### config.mk
export PLATFORM = sky130hd
export DESIGN_NAME = eth_tx_arbiter_flat
export DESIGN_NICKNAME = d
export VERILOG_FILES = /design/src/rtl/eth_tx_arbiter_if.sv /design/src/rtl/eth_tx_arbiter.sv /design/src/flat_wrapper.sv
export SDC_FILE = /design/constraint.sdc
export NUM_CORES = 1
export LEC_CHECK = 0
export ABC_AREA = 1
export CORE_MARGIN = 1
export CORE_UTILIZATION = 49
export DETAILED_ROUTE_END_ITERATION = 10
export HOLD_SLACK_MARGIN = 0.06
export PLACE_DENSITY = 0.77
export SLEW_MARGIN = 20
export SYNTH_ARGS = -nofsm -noshare
export SYNTH_HDL_FRONTEND = slang
export SYNTH_SLANG_ARGS = --single-unit
### constraint.sdc
create_clock -name clk -period 2.8 [get_ports clk]
set_input_delay 0.7 -clock clk [delete_from_list [all_inputs] [get_ports clk]]
set_output_delay 0.7 -clock clk [all_outputs]
set_load 0.02 [all_outputs]
### src/rtl/eth_tx_arbiter_if.sv
// Requester-side byte streams for eth_tx_arbiter.
// Two independent sources, each with a valid/data/last/ready handshake.
// A byte moves when valid and ready are both high at a clock edge.
//   master : the frame source (drives valid/data/last, receives ready)
//   slave  : the arbiter (receives valid/data/last, drives ready)
interface eth_tx_arbiter_if;
  logic       in_req0_valid;
  logic [7:0] in_req0_data;
  logic       in_req0_last;
  logic       out_req0_ready;

  logic       in_req1_valid;
  logic [7:0] in_req1_data;
  logic       in_req1_last;
  logic       out_req1_ready;

  modport master (
    output in_req0_valid, in_req0_data, in_req0_last,
    output in_req1_valid, in_req1_data, in_req1_last,
    input  out_req0_ready, out_req1_ready
  );

  modport slave (
    input  in_req0_valid, in_req0_data, in_req0_last,
    input  in_req1_valid, in_req1_data, in_req1_last,
    output out_req0_ready, out_req1_ready
  );
endinterface

### src/rtl/eth_tx_arbiter.sv
// GMII transmit arbiter: shares one byte-wide PHY transmit path between two
// frame sources. Round-robin arbitration, preamble/SFD insertion,
// inter-frame gap, and abort on underrun or oversize frames.
// Ports:
//   clk, rst_n        byte clock, synchronous active-low reset
//   req               two requester byte streams (slave side)
//   out_txen/out_txd  to PHY in_txen/in_txd
//   out_grant         one-hot owner of the current frame, 0 when unowned
//   out_busy          high from grant through the end of the IFG
//   out_abort         one-cycle pulse when a frame is aborted
//   out_frame_count   successfully sent frames, wrapping
module eth_tx_arbiter #(
  parameter int unsigned IFG_BYTES      = 12,
  parameter int unsigned PREAMBLE_BYTES = 7,
  parameter int unsigned MAX_FRAME      = 1518
) (
  input  logic              clk,
  input  logic              rst_n,
  eth_tx_arbiter_if.slave   req,
  output logic              out_txen,
  output logic [7:0]        out_txd,
  output logic [1:0]        out_grant,
  output logic              out_busy,
  output logic              out_abort,
  output logic [15:0]       out_frame_count
);

  localparam int unsigned       CNT_W    = 16;
  localparam logic [CNT_W-1:0]  PRE_N    = CNT_W'(PREAMBLE_BYTES);
  localparam logic [CNT_W-1:0]  IFG_N    = CNT_W'(IFG_BYTES);
  localparam logic [CNT_W-1:0]  MAX_LAST = CNT_W'(MAX_FRAME - 1);
  localparam logic [7:0]        PRE_BYTE = 8'h55;
  localparam logic [7:0]        SFD_BYTE = 8'hD5;

  typedef enum logic [2:0] {
    S_IDLE,
    S_PREAMBLE,
    S_SFD,
    S_DATA,
    S_DROP,
    S_IFG
  } state_e;

  state_e           state_q;
  logic [CNT_W-1:0] pre_cnt_q;
  logic [CNT_W-1:0] ifg_cnt_q;
  logic [CNT_W-1:0] byte_cnt_q;
  logic             last_grant_q;  // 1: requester 1 won the previous arbitration
  logic             tail_q;        // last byte is on the wire, close the frame next
  logic             ovf_q;         // oversize byte is on the wire, abort next
  logic             txen_q;
  logic [7:0]       txd_q;
  logic [1:0]       grant_q;
  logic             busy_q;
  logic             abort_q;
  logic [15:0]      frame_count_q;

  logic             g_valid;
  logic             g_last;
  logic [7:0]       g_data;
  logic             pick1;
  logic             accept_st;

  // Granted requester's stream.
  always_comb begin
    g_valid = 1'b0;
    g_last  = 1'b0;
    g_data  = 8'h00;
    if (grant_q[1]) begin
      g_valid = req.in_req1_valid;
      g_last  = req.in_req1_last;
      g_data  = req.in_req1_data;
    end else if (grant_q[0]) begin
      g_valid = req.in_req0_valid;
      g_last  = req.in_req0_last;
      g_data  = req.in_req0_data;
    end
  end

  // Requester 1 wins alone, or on a tie when requester 0 won last time.
  assign pick1 = req.in_req1_valid && (!req.in_req0_valid || !last_grant_q);

  // Acceptance from the SFD cycle on; closed while the last byte is driven.
  assign accept_st = (state_q == S_SFD) || (state_q == S_DROP) ||
                     ((state_q == S_DATA) && !tail_q);

  assign req.out_req0_ready = accept_st && grant_q[0];
  assign req.out_req1_ready = accept_st && grant_q[1];

  // Frame sequencer with registered outputs.
  always_ff @(posedge clk) begin
    if (!rst_n) begin
      state_q       <= S_IDLE;
      pre_cnt_q     <= '0;
      ifg_cnt_q     <= '0;
      byte_cnt_q    <= '0;
      last_grant_q  <= 1'b1;
      tail_q        <= 1'b0;
      ovf_q         <= 1'b0;
      txen_q        <= 1'b0;
      txd_q         <= 8'h00;
      grant_q       <= 2'b00;
      busy_q        <= 1'b0;
      abort_q       <= 1'b0;
      frame_count_q <= 16'h0000;
    end else begin
      abort_q <= 1'b0;
      unique case (state_q)
        S_IDLE: begin
          txen_q <= 1'b0;
          txd_q  <= 8'h00;
          if (req.in_req0_valid || req.in_req1_valid) begin
            grant_q      <= pick1 ? 2'b10 : 2'b01;
            last_grant_q <= pick1;
            busy_q       <= 1'b1;
            txen_q       <= 1'b1;
            txd_q        <= PRE_BYTE;
            pre_cnt_q    <= CNT_W'(1);
            byte_cnt_q   <= '0;
            state_q      <= S_PREAMBLE;
          end
        end

        S_PREAMBLE: begin
          txen_q <= 1'b1;
          if (pre_cnt_q >= PRE_N) begin
            txd_q   <= SFD_BYTE;
            state_q <= S_SFD;
          end else begin
            txd_q     <= PRE_BYTE;
            pre_cnt_q <= pre_cnt_q + CNT_W'(1);
          end
        end

        S_SFD, S_DATA: begin
          if (tail_q) begin
            // Last byte has been driven; release the port.
            tail_q    <= 1'b0;
            txen_q    <= 1'b0;
            txd_q     <= 8'h00;
            grant_q   <= 2'b00;
            ifg_cnt_q <= CNT_W'(1);
            state_q   <= S_IFG;
          end else if (!g_valid) begin
            txen_q  <= 1'b0;
            txd_q   <= 8'h00;
            abort_q <= 1'b1;
            state_q <= S_DROP;
          end else begin
            txen_q     <= 1'b1;
            txd_q      <= g_data;
            byte_cnt_q <= byte_cnt_q + CNT_W'(1);
            state_q    <= S_DATA;
            if (g_last) begin
              tail_q        <= 1'b1;
              frame_count_q <= frame_count_q + 16'd1;
            end else if (byte_cnt_q == MAX_LAST) begin
              // Oversize byte still goes out; the abort follows it.
              ovf_q   <= 1'b1;
              state_q <= S_DROP;
            end
          end
        end

        S_DROP: begin
          txen_q  <= 1'b0;
          txd_q   <= 8'h00;
          abort_q <= ovf_q;
          ovf_q   <= 1'b0;
          if (g_valid && g_last) begin
            grant_q   <= 2'b00;
            ifg_cnt_q <= CNT_W'(1);
            state_q   <= S_IFG;
          end
        end

        S_IFG: begin
          txen_q <= 1'b0;
          txd_q  <= 8'h00;
          if (ifg_cnt_q >= IFG_N) begin
            busy_q  <= 1'b0;
            state_q <= S_IDLE;
          end else begin
            ifg_cnt_q <= ifg_cnt_q + CNT_W'(1);
          end
        end

        default: begin
          txen_q  <= 1'b0;
          txd_q   <= 8'h00;
          grant_q <= 2'b00;
          busy_q  <= 1'b0;
          state_q <= S_IDLE;
        end
      endcase
    end
  end

  assign out_txen        = txen_q;
  assign out_txd         = txd_q;
  assign out_grant       = grant_q;
  assign out_busy        = busy_q;
  assign out_abort       = abort_q;
  assign out_frame_count = frame_count_q;

endmodule

### src/flat_wrapper.sv
// flat-port wrapper written by rule: the top's interface ports become plain ports
module eth_tx_arbiter_flat 
#(
  parameter int unsigned IFG_BYTES      = 12,
  parameter int unsigned PREAMBLE_BYTES = 7,
  parameter int unsigned MAX_FRAME      = 1518
)
  (clk, rst_n, out_txen, out_txd, out_grant, out_busy, out_abort, out_frame_count, req_in_req0_valid, req_in_req0_data, req_in_req0_last, req_in_req1_valid, req_in_req1_data, req_in_req1_last, req_out_req0_ready, req_out_req1_ready);
  eth_tx_arbiter_if req_i ();
  input  logic clk;
  input  logic rst_n;
  output logic out_txen;
  output logic [7:0] out_txd;
  output logic [1:0] out_grant;
  output logic out_busy;
  output logic out_abort;
  output logic [15:0] out_frame_count;
  input wire logic [$bits(req_i.in_req0_valid)-1:0] req_in_req0_valid;
  input wire logic [$bits(req_i.in_req0_data)-1:0] req_in_req0_data;
  input wire logic [$bits(req_i.in_req0_last)-1:0] req_in_req0_last;
  input wire logic [$bits(req_i.in_req1_valid)-1:0] req_in_req1_valid;
  input wire logic [$bits(req_i.in_req1_data)-1:0] req_in_req1_data;
  input wire logic [$bits(req_i.in_req1_last)-1:0] req_in_req1_last;
  output wire logic [$bits(req_i.out_req0_ready)-1:0] req_out_req0_ready;
  output wire logic [$bits(req_i.out_req1_ready)-1:0] req_out_req1_ready;
  assign req_i.in_req0_valid = req_in_req0_valid;
  assign req_i.in_req0_data = req_in_req0_data;
  assign req_i.in_req0_last = req_in_req0_last;
  assign req_i.in_req1_valid = req_in_req1_valid;
  assign req_i.in_req1_data = req_in_req1_data;
  assign req_i.in_req1_last = req_in_req1_last;
  assign req_out_req0_ready = req_i.out_req0_ready;
  assign req_out_req1_ready = req_i.out_req1_ready;
  eth_tx_arbiter #(.IFG_BYTES(IFG_BYTES), .PREAMBLE_BYTES(PREAMBLE_BYTES), .MAX_FRAME(MAX_FRAME)) u_core (.clk(clk), .rst_n(rst_n), .req(req_i), .out_txen(out_txen), .out_txd(out_txd), .out_grant(out_grant), .out_busy(out_busy), .out_abort(out_abort), .out_frame_count(out_frame_count));
endmodule
**Run 1: gate-type map**

Drawn at 4 px/um.
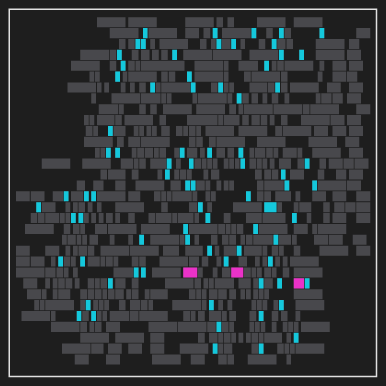
non-inverting ao/oa cells: drawn in magenta, cells 3. inv cells: drawn in cyan, cells 77.
most frequent logic cell in the layout: nand2_1
Finished Layout Cells: 708
logic share of the area: 39.5%

**Run 1: M2 wires**

Drawn at 3 px/um. Cells faint in the background.
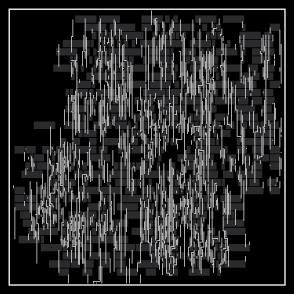
The layer holds 47% of the routed length. The layer carries 4100 um of wire. The wires run mostly vertical. 522 nets have wire on it.
met2 usage: 38.0%
Routed WL: 8700 um

==> out/qor.yml, run 1 <==
comb_area_um2: 1860
power.density_nw_per_um2: 688
fin_crit_ns: 2.64
nonClockInverterCount: 77
place_inst: 692
synth_area_um2: 3920
endpoint_kind: "output port"
tightest_slew_ns: 0.599
final_nets: 629
ir_worst_vdd_v: 0.000284
outcome: "complete, no violations"
ios: 53
coreArea_um2: 7730
yosysMostFrequentCell: "nand2_1"
wl_met2_um: 4100
p_sw_share_pct: 37.3
syn_to_final_growth_pct: 20.0
cp-startpoint: "u_core.state_q[0]"
met3_length_um: 404
top_area_share_pct: 42.4
regArea_um2: 1660
**Run 1: routing congestion map**

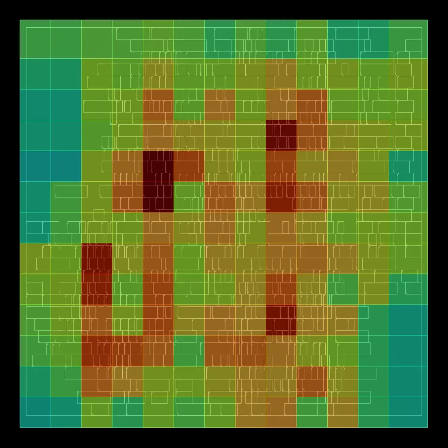
Routed WL per cell: 12.3 um
Util after Layout: 60.9%
M3 GR Usage: 4.52%

**Run 1: cell sizes after repair**

Drawn at 4 px/um.
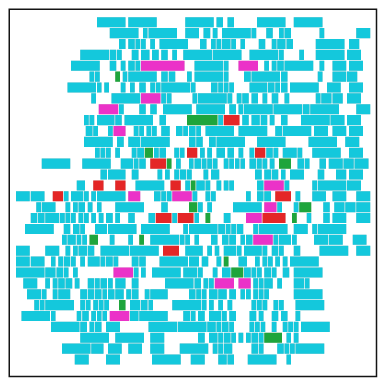
x3 and x4: drawn in red, cells 13, share 2.1%, most used buf_4. x6 and larger: drawn in magenta, cells 15, share 2.5%, most used clkbuf_8. x1 and smaller: drawn in cyan, cells 562, share 93%, most used nand2_1. x2: drawn in green, cells 16, share 2.6%, most used inv_2.
final instance area: 4700 um^2
final worst setup slack: 0.162 ns

==> inputs of run 2 (changes only) <==
ABC_CLOCK_PERIOD_IN_PS = 2800   (was default)
GPL_ROUTABILITY_DRIVEN = 1   (was default)
**Run 2: routing congestion map**

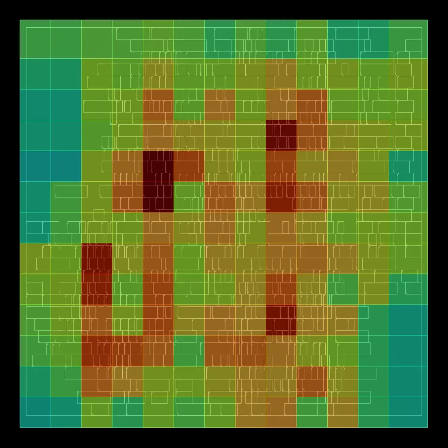
overall routing resource usage: 21.7%
GRT Max-Usage Layer: met2
met1 GRT Util: 25.6%

**Run 2: cell sizes after repair**

Drawn at 4 px/um.
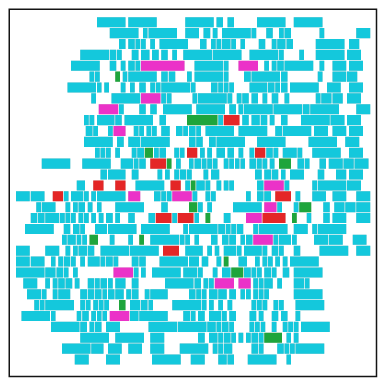
x6 and larger: drawn in magenta, cells 15, share 2.5%, most used clkbuf_8. x2: drawn in green, cells 16, share 2.6%, most used inv_2. x1 and smaller: drawn in cyan, cells 562, share 93%, most used nand2_1. x3 and x4: drawn in red, cells 13, share 2.1%, most used buf_4.
Layout area overhead: 20.0%
Non-Clock Buffer Count: 57

==> run 2 against run 1 <==
Net effect:
- first-iteration DRC count did not move
- die size unchanged
- core utilization did not move
- fmax stayed put
- critical path depth unchanged
- final cell count is the same
- combinational power barely moved
- final area did not move
- count of clock-buffer cells in the layout is the same
==> out/qor.yml, run 2 <==
worst_slack_ns: 0.162  # unchanged
crit_required_ns: 2.10
clkTransAtPathRegs_ns: 0.09
fin_area_um2: 4700  # unchanged
final_nets: 629  # unchanged
comb_share_pct: 39.5  # unchanged
comb_area_um2: 1860  # unchanged
p_sw_share_pct: 37.3  # unchanged
cts_max_level: 3
cts_root_buf: "clkbuf_8"
cts_made_buffers: 9
place_inst: 692  # unchanged
aoi_share_pct: 11.0
nonClockInverterCount: 77  # unchanged
power.density_nw_per_um2: 688  # unchanged
endpoint_kind: "output port"
synth_area_um2: 3920  # unchanged
met3_length_um: 404  # unchanged
regArea_um2: 1660  # unchanged
wirelength_um: 8700  # unchanged
drtIter0Drc: 214
routedWlPerCell_um: 12.3  # unchanged
final_util_pct: 60.9  # unchanged
fin_crit_ns: 2.64  # unchanged
tightest_slew_ns: 0.599  # unchanged
gr-usage-met3_pct: 4.52  # unchanged
ios: 53  # unchanged
ys_async_sr_fraction_pct: 0
worstSetupPathType: "reg -> out"
wl_met2_um: 4100  # unchanged
worstHoldEndpoint: "u_core.ifg_cnt_q[13]"
nFillCells: 725
final_common_cell: "nand2_1"
outcome: "complete, no violations"
final_cell_count_no_fill: 708  # unchanged
ir_worst_vdd_v: 0.000284  # unchanged
synth_area_per_cell_um2: 7.16
coreArea_um2: 7730  # unchanged
dieWidth_um: 91.5
highest_layer: "met4"
yosysUniqueCellTypes: 37
use_met2_pct: 38.0  # unchanged
top_area_share_pct: 42.4  # unchanged
cp-startpoint: "u_core.state_q[0]"
powerSeq_mw: 1.37
No activity file was given, so power comes from the tool's default toggle rates.
